==> src/rtl/ext_pipe_if.sv <==
// rtl/ext_pipe_if.sv - request/result handshake bundle for ext_pipe
interface ext_pipe_if #(
    parameter int IN_W  = 16,
    parameter int OUT_W = 32,
    parameter int OFF_W = 2
);
    logic             in_valid;
    logic             in_ready;
    logic [2:0]       mode;
    logic [IN_W-1:0]  imm;
    logic [OUT_W-1:0] data;
    logic [OFF_W-1:0] off;
    logic             out_valid;
    logic             out_ready;
    logic [OUT_W-1:0] out_data;
    logic             out_err;

    modport master (
        output in_valid, mode, imm, data, off, out_ready,
        input  in_ready, out_valid, out_data, out_err
    );

    modport slave (
        input  in_valid, mode, imm, data, off, out_ready,
        output in_ready, out_valid, out_data, out_err
    );
endinterface

==> src/rtl/ext_pipe.sv <==
// rtl/ext_pipe.sv - immediate/load-lane extender feeding a 2-entry result FIFO
module ext_pipe #(
    parameter int IN_W  = 16,
    parameter int OUT_W = 32,
    parameter int OFF_W = 2
) (
    input  logic        clk,
    input  logic        reset,
    input  logic        flush,
    ext_pipe_if.slave   bus
);
    localparam int EXT_W = OUT_W - IN_W;

    logic [OUT_W:0]   mem_q [2];
    logic             wptr_q, wptr_d;
    logic             rptr_q, rptr_d;
    logic [1:0]       count_q, count_d;
    logic             push, pop;
    logic [7:0]       byte_v;
    logic [15:0]      half_v;
    logic [OUT_W-1:0] res;
    logic             err;

    // Halfword base drops off[0]; a misaligned halfword is flagged, never read across lanes.
    assign byte_v = bus.data[{bus.off, 3'b000} +: 8];
    assign half_v = bus.data[{bus.off[OFF_W-1:1], 4'b0000} +: 16];

    always_comb begin
        res = '0;
        err = 1'b0;
        case (bus.mode)
            3'd0: res = {{EXT_W{1'b0}}, bus.imm};
            3'd1: res = {{EXT_W{bus.imm[IN_W-1]}}, bus.imm};
            3'd2: res = {bus.imm, {EXT_W{1'b0}}};
            3'd3: res = {{(OUT_W-8){byte_v[7]}}, byte_v};
            3'd4: res = {{(OUT_W-8){1'b0}}, byte_v};
            3'd5, 3'd6: begin
                if (bus.off[0]) begin
                    err = 1'b1;
                end else if (bus.mode == 3'd5) begin
                    res = {{(OUT_W-16){half_v[15]}}, half_v};
                end else begin
                    res = {{(OUT_W-16){1'b0}}, half_v};
                end
            end
            default: err = 1'b1;
        endcase
    end

    assign bus.in_ready  = (count_q < 2'd2);
    assign bus.out_valid = (count_q != 2'd0);
    assign bus.out_data  = mem_q[rptr_q][OUT_W-1:0];
    assign bus.out_err   = mem_q[rptr_q][OUT_W];

    assign push = bus.in_valid && bus.in_ready;
    assign pop  = bus.out_valid && bus.out_ready;

    always_comb begin
        wptr_d  = wptr_q;
        rptr_d  = rptr_q;
        count_d = count_q;
        if (flush) begin
            wptr_d  = 1'b0;
            rptr_d  = 1'b0;
            count_d = 2'd0;
        end else begin
            if (push) wptr_d = ~wptr_q;
            if (pop)  rptr_d = ~rptr_q;
            case ({push, pop})
                2'b10:   count_d = count_q + 2'd1;
                2'b01:   count_d = count_q - 2'd1;
                default: count_d = count_q;
            endcase
        end
    end

    always_ff @(posedge clk) begin
        if (reset) begin
            wptr_q   <= 1'b0;
            rptr_q   <= 1'b0;
            count_q  <= 2'd0;
            mem_q[0] <= '0;
            mem_q[1] <= '0;
        end else begin
            wptr_q  <= wptr_d;
            rptr_q  <= rptr_d;
            count_q <= count_d;
            if (push && !flush) mem_q[wptr_q] <= {err, res};
        end
    end
endmodule

==> src/flat_wrapper.sv <==
// flat-port wrapper written by rule: the top's interface ports become plain ports
module ext_pipe_flat 
#(
    parameter int IN_W  = 16,
    parameter int OUT_W = 32,
    parameter int OFF_W = 2
)
  (clk, reset, flush, bus_in_valid, bus_mode, bus_imm, bus_data, bus_off, bus_out_ready, bus_in_ready, bus_out_valid, bus_out_data, bus_out_err);
  ext_pipe_if #(.IN_W(IN_W), .OUT_W(OUT_W), .OFF_W(OFF_W)) bus_i ();
  input  logic clk;
  input  logic reset;
  input  logic flush;
  input wire logic [$bits(bus_i.in_valid)-1:0] bus_in_valid;
  input wire logic [$bits(bus_i.mode)-1:0] bus_mode;
  input wire logic [$bits(bus_i.imm)-1:0] bus_imm;
  input wire logic [$bits(bus_i.data)-1:0] bus_data;
  input wire logic [$bits(bus_i.off)-1:0] bus_off;
  input wire logic [$bits(bus_i.out_ready)-1:0] bus_out_ready;
  output wire logic [$bits(bus_i.in_ready)-1:0] bus_in_ready;
  output wire logic [$bits(bus_i.out_valid)-1:0] bus_out_valid;
  output wire logic [$bits(bus_i.out_data)-1:0] bus_out_data;
  output wire logic [$bits(bus_i.out_err)-1:0] bus_out_err;
  assign bus_i.in_valid = bus_in_valid;
  assign bus_i.mode = bus_mode;
  assign bus_i.imm = bus_imm;
  assign bus_i.data = bus_data;
  assign bus_i.off = bus_off;
  assign bus_i.out_ready = bus_out_ready;
  assign bus_in_ready = bus_i.in_ready;
  assign bus_out_valid = bus_i.out_valid;
  assign bus_out_data = bus_i.out_data;
  assign bus_out_err = bus_i.out_err;
  ext_pipe #(.IN_W(IN_W), .OUT_W(OUT_W), .OFF_W(OFF_W)) u_core (.clk(clk), .reset(reset), .flush(flush), .bus(bus_i));
endmodule
==> config.mk <==
export PLATFORM = sky130hd
export DESIGN_NAME = ext_pipe_flat
export DESIGN_NICKNAME = d
export VERILOG_FILES = /design/src/rtl/ext_pipe_if.sv /design/src/rtl/ext_pipe.sv /design/src/flat_wrapper.sv
export SDC_FILE = /design/constraint.sdc
export NUM_CORES = 1
export LEC_CHECK = 0
export ABC_AREA = 1
export CORE_UTILIZATION = 51
export CTS_CLUSTER_SIZE = 24
export DETAILED_ROUTE_END_ITERATION = 12
export PLACE_DENSITY_LB_ADDON = 0.1
export SETUP_SLACK_MARGIN = 0.15
export SYNTH_ARGS = -nofsm -noshare
export SYNTH_HDL_FRONTEND = slang
export SYNTH_SLANG_ARGS = --single-unit
==> constraint.sdc <==
create_clock -name clk -period 2.9 [get_ports clk]
set_input_delay 0.725 -clock clk [delete_from_list [all_inputs] [get_ports clk]]
set_output_delay 0.725 -clock clk [all_outputs]
set_load 0.005 [all_outputs]
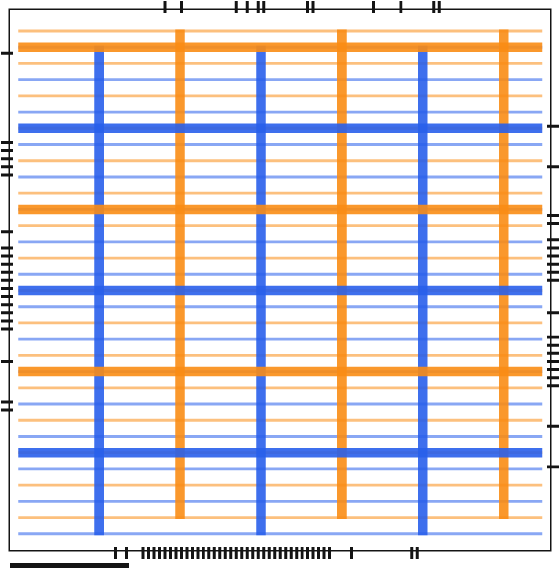
(run_1/power_grid.png)
The bar under the picture is 20 um long. Pins as bars on the die edge.
[blue] VSS
[orange] VDD
signal pins: 93
met1 rails: 32
met5 straps: 6
die width: 90.6 um
die height: 90.6 um
VDD IR-drop max: 0.282 mV
core area: 7410 um2

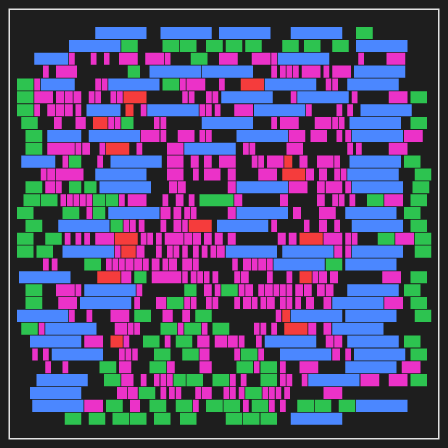
(run_1/placement_by_type.png)
[blue] flops | cells: 71 | share of their area: 41%
[green] other buffers and delay cells | cells: 105 | share of their area: 20%
[magenta] combinational and other logic | cells: 334 | share of their area: 35%
[red] clock drivers and dummy loads | cells: 16 | share of their area: 3.4%
sequential portion of the cell area: 40.1%
Std-Cell Rows: 31
post-route cell area: 5200 um2
post-layout util: 70.1%

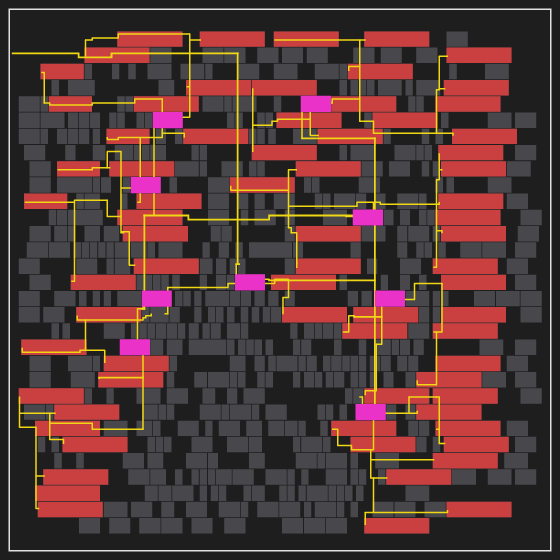
(run_1/clk_routes.png)
[yellow] clock wires | length: 902 um
[magenta] clock drivers | count: 9
[red] flip-flops | count: 71
routed clock nets: 10
flops lie: widely spread

==> results.tsv, run 1 <==
metric	value	unit
routed.top_layer	met4	
reg2reg_to	u_core.count_q[1]$_SDFFE_PP0P_	
globalRouteMet1Util	29.5	%
ant_nets	0	
synth.cell_area	4000	um2
post_cts_resized	0	
gp_congestion	0.827	
dpl_worst_slack	0.299	ns
min_period	2.60	ns
grt-ovfl-total	0	
lay_top_count	nand2_1	
port_buffers	92	
cts_max_level	3	
largestClassByArea	sequential cells	
syn_nets	484	
endpoint	bus_out_data[15]	
grt_util_met2	41.9	%
path_class	reg2out	
seqPwrFrac	51.8	%
p_leak	2.41	nW
cts_buffer_depth	2	
logic_gate_count	278	
sh_comb_area	30.4	%
worst_r2r_path_depth	9	
maxSlewViolCount	0	
simple_gate_share	22.6	%
ys.flops	71	
fmax	385	MHz
n_antenna_cell	0	
wl_per_cell	14.7	um
postSynthSeqShare	52.0	%
worst_slack	0.301	ns
ys_types	25	
grt_usage	23.9	%
crit_path_top_delay_cell	clkdlybuf4s50_1	
dp_hpwl	6700	um
grt_pass1_vias	3201	
cts_tree	yes	
grt_max_degree	27	
power.net_switching	0.594	mW
final.fill_count	598	
seq_cells	71	
dr_wl_met2	4690	um
syn_avg_cell_area	9.41	um2
whs	0.462	ns
fin_cells	625	
layout.non_clock_inverters	56	
yosys_warnings	0	
use_met3	3.70	%
clk_pin_slew	0.08	ns
cts_buffers	9	
ys_sh_adder	0.313	%
logic_area	1580	um2
grt.busiest_layer	met2	
nClkBuffers	9	
syn_inst	425	
synth.largest_area_cell	edfxtp_1	
ys_sh_mux	9.29	%
p_seq	1.18	mW
edf_count	66	
yosys_cells	425	
crit_buf_inv	2	
xor_area_share	0	%
yosysTopAreaCellShare	49.5	%
fp_util	54.0	%
worst_pin_slew	0.543	ns
p_per_area	437	nW/um2
ctsHoldBuffers	0	
setup_viol_count_final	0	
outcome	finished, final reports clean	
holdPathEnd	u_core.rptr_q$_SDFFE_PP0P_	
power_frac_comb	17.2	%
finalClockSkew	0.00483	ns
nonClkBufAreaFrac	19.8	%
drive_above_1_share	19.2	%
largest_reg_flops	66	
r2r_setup_slack	1.22	ns
p_comb	0.390	mW
grt_pass1_wl	15100	um
cp.depth	3	
insertion_delay	0.35	ns
cp_max_fo	26	
r2r-start	u_core.count_q[0]$_SDFFE_PP0P_	
rsz0062_at_grt	no	
fin_nets	580	
p_sw_share	26.2	%
seq_area	2080	um2
total_power	2.27	mW
crit_path_start_kind	register	
reg.largest.list	u_core.mem_q x66, u_core.count_q x2	
tool_warnings	26	
vias_per_cell	5.20	
crit_chain	buf_4 > mux2_2 > clkdlybuf4s50_1	
crit_family	buffers and inverters	
clock-sinks	71	
post_synth_most_frequent_cells	nand2_1, edfxtp_1, inv_1, a21oi_1, nor2_1	
antenna_found_initial	0	
met3_length	473	um
ys_sh_aoi	7.29	%
top_register	u_core.mem_q	
route.detailed.drc	0	
relSlewSlack	63.8	%
hold_depth	1	
maxCapViolations	0	
dp_cells	609	
layout_top_cells	nand2_1, clkdlybuf4s50_1, edfxtp_1, inv_1, a21oi_1	
crit_path_max_incr_delay	0.44	ns
p_int	1.67	mW
drt-total-wl	9180	um
p_clk_share	31.0	%
report.final.hold_viol_count	0	
most_common_cell	nand2_1	
==> run_1/congestion.png <==
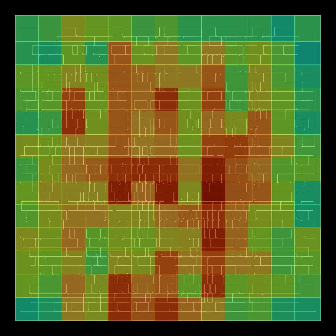

==> run 1 -> run 2 <==
--- a/config.mk
+++ b/config.mk
@@ -6,10 +6,12 @@
 export NUM_CORES = 1
 export LEC_CHECK = 0
 export ABC_AREA = 1
-export CORE_UTILIZATION = 51
+export CORE_UTILIZATION = 54
 export CTS_CLUSTER_SIZE = 24
 export DETAILED_ROUTE_END_ITERATION = 12
+export GPL_TIMING_DRIVEN = 0
 export PLACE_DENSITY_LB_ADDON = 0.1
+export REMOVE_ABC_BUFFERS = 1
 export SETUP_SLACK_MARGIN = 0.15
 export SYNTH_ARGS = -nofsm -noshare
 export SYNTH_HDL_FRONTEND = slang
==> constraint.sdc (replaced) <==
create_clock -name clk -period 3.2 [get_ports clk]
set_input_delay 0.8 -clock clk [delete_from_list [all_inputs] [get_ports clk]]
set_output_delay 0.8 -clock clk [all_outputs]
set_load 0.005 [all_outputs]
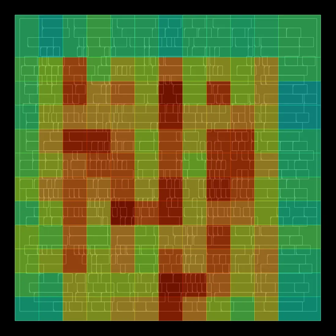
(run_2/congestion.png)
met1 Resource Use GR: 30.4%
met2 Usage GRT: 44.6%

==> run 2 against run 1 <==
Effect of this change: sequential power down 9%; first-iteration DRC count down 13%; wire length rose by 3.2%; die area fell by 5.4%; critical path type unchanged; critical endpoint is now bus_out_data[7]; highest routed layer unchanged.
==> results.tsv, run 2 <==
metric	value	unit
maxCapViolations	0	
largestClassByArea	sequential cells	
fp_util	55.4	%
total_power	2.09	mW
cts_tree	yes	
cts_max_level	3	
crit_family	flip-flops	
ys_sh_mux	9.29	%
ant_nets	0	
synthArstFlopShare	0	%
nonClkBufAreaFrac	18.6	%
xor_area_share	0	%
endpoint	bus_out_data[7]	
dpl_worst_slack	-0.437	ns
worst_pin_slew	0.863	ns
crit_chain	mux2_2 > clkdlybuf4s50_1	
post_synth_most_frequent_cells	nand2_1, edfxtp_1, inv_1, a21oi_1, nor2_1	
largest_reg_flops	66	
grt-ovfl-total	0	
met3_length	591	um
peakVddDrop	0.346	mV
relSlewSlack	42.5	%
grt_pass1_wl	14700	um
reg.largest.list	u_core.mem_q x66, u_core.count_q x2	
grt_pass1_vias	3199	
p_seq	1.07	mW
edf_count	66	
path_class	reg2out	
grt.busiest_layer	met2	
maxSlewViolCount	0	
final.fill_count	594	
whs	0.452	ns
lay_top_count	nand2_1	
nClkBuffers	12	
ctsHoldBuffers	0	
p_comb	0.343	mW
synth.largest_area_cell	edfxtp_1	
rsz0062_at_grt	no	
wl_per_cell	15.4	um
route.detailed.drc	0	
cp_max_fo	33	
ys_sh_adder	0.313	%
cts_buffer_depth	2	
ys.flops	71	
syn_inst	425	
sh_seq_area	40.4	%
p_per_area	405	nW/um2
drt_iter0_drc	200	
port_buffers	92	
yosys_cells	425	
logic_area	1590	um2
antenna_found_initial	0	
gp_congestion	0.826	
report.final.hold_viol_count	0	
clock-sinks	71	
crit_path_start_kind	register	
seq_area	2080	um2
dp_cells	596	
drt-total-wl	9470	um
ys_types	25	
p_int	1.56	mW
power.net_switching	0.528	mW
outcome	finished, final reports clean	
finalCoreUtilization	71.5	%
clk_pin_slew	0.08	ns
fmax	340	MHz
postSynthSeqShare	52.0	%
post_cts_resized	2	
p_sw_share	25.3	%
r2r_setup_slack	1.35	ns
ys_sh_aoi	7.29	%
p_leak	2.39	nW
reg2reg_to	u_core.mem_q[1][13]$_SDFFCE_PN0P_	
logic_gate_count	278	
hold_depth	1	
seqPwrFrac	51.2	%
synth.cell_area	4000	um2
die_w	88.1	um
seq_cells	71	
top_register	u_core.mem_q	
syn_avg_cell_area	9.41	um2
cp.depth	2	
routed.top_layer	met4	
die_h	88.1	um
most_common_cell	nand2_1	
layout.non_clock_inverters	56	
drive_above_1_share	18.1	%
tool_warnings	25	
dp_hpwl	6360	um
power_frac_comb	16.4	%
setup_viol_count_final	0	
crit_path_max_incr_delay	0.90	ns
grt_max_degree	34	
grt_usage	25.7	%
fp-row-count	31	
crit_path_top_delay_cell	dfxtp_2	
cts_buffers	9	
fin_nets	572	
simple_gate_share	22.6	%
vias_per_cell	5.33	
sh_comb_area	30.9	%
insertion_delay	0.34	ns
layout_top_cells	nand2_1, clkdlybuf4s50_1, edfxtp_1, inv_1, a21oi_1	
r2r-start	u_core.count_q[1]$_SDFFE_PP0P_	
min_period	2.94	ns
dr_wl_met2	4740	um
stdcell_area	5160	um2
worst_slack	0.257	ns
use_met3	4.81	%
worst_r2r_path_depth	5	
yosys_warnings	0	
yosysTopAreaCellShare	49.5	%
crit_buf_inv	1	
coreArea	7210	um2
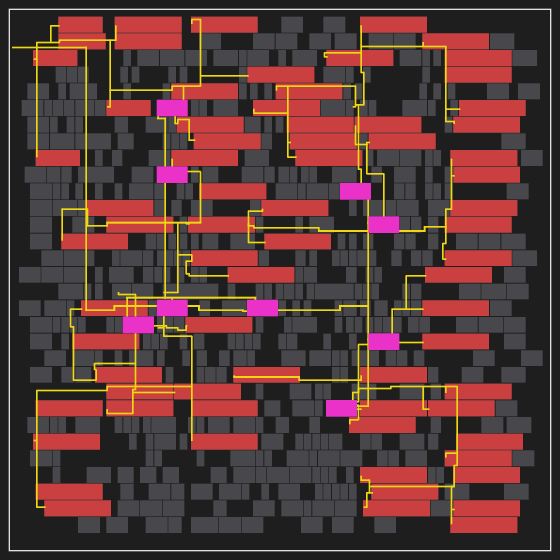
(run_2/clk_routes.png)
[red] flip-flops | count: 71
[magenta] clock drivers | count: 9
[yellow] clock wires | length: 875 um
routed clock nets: 10
Clk power: 0.676 mW
Fin Clk Skew: 0.00701 ns
clock power share: 32.4%

Power is estimated from default activity; no workload was simulated.
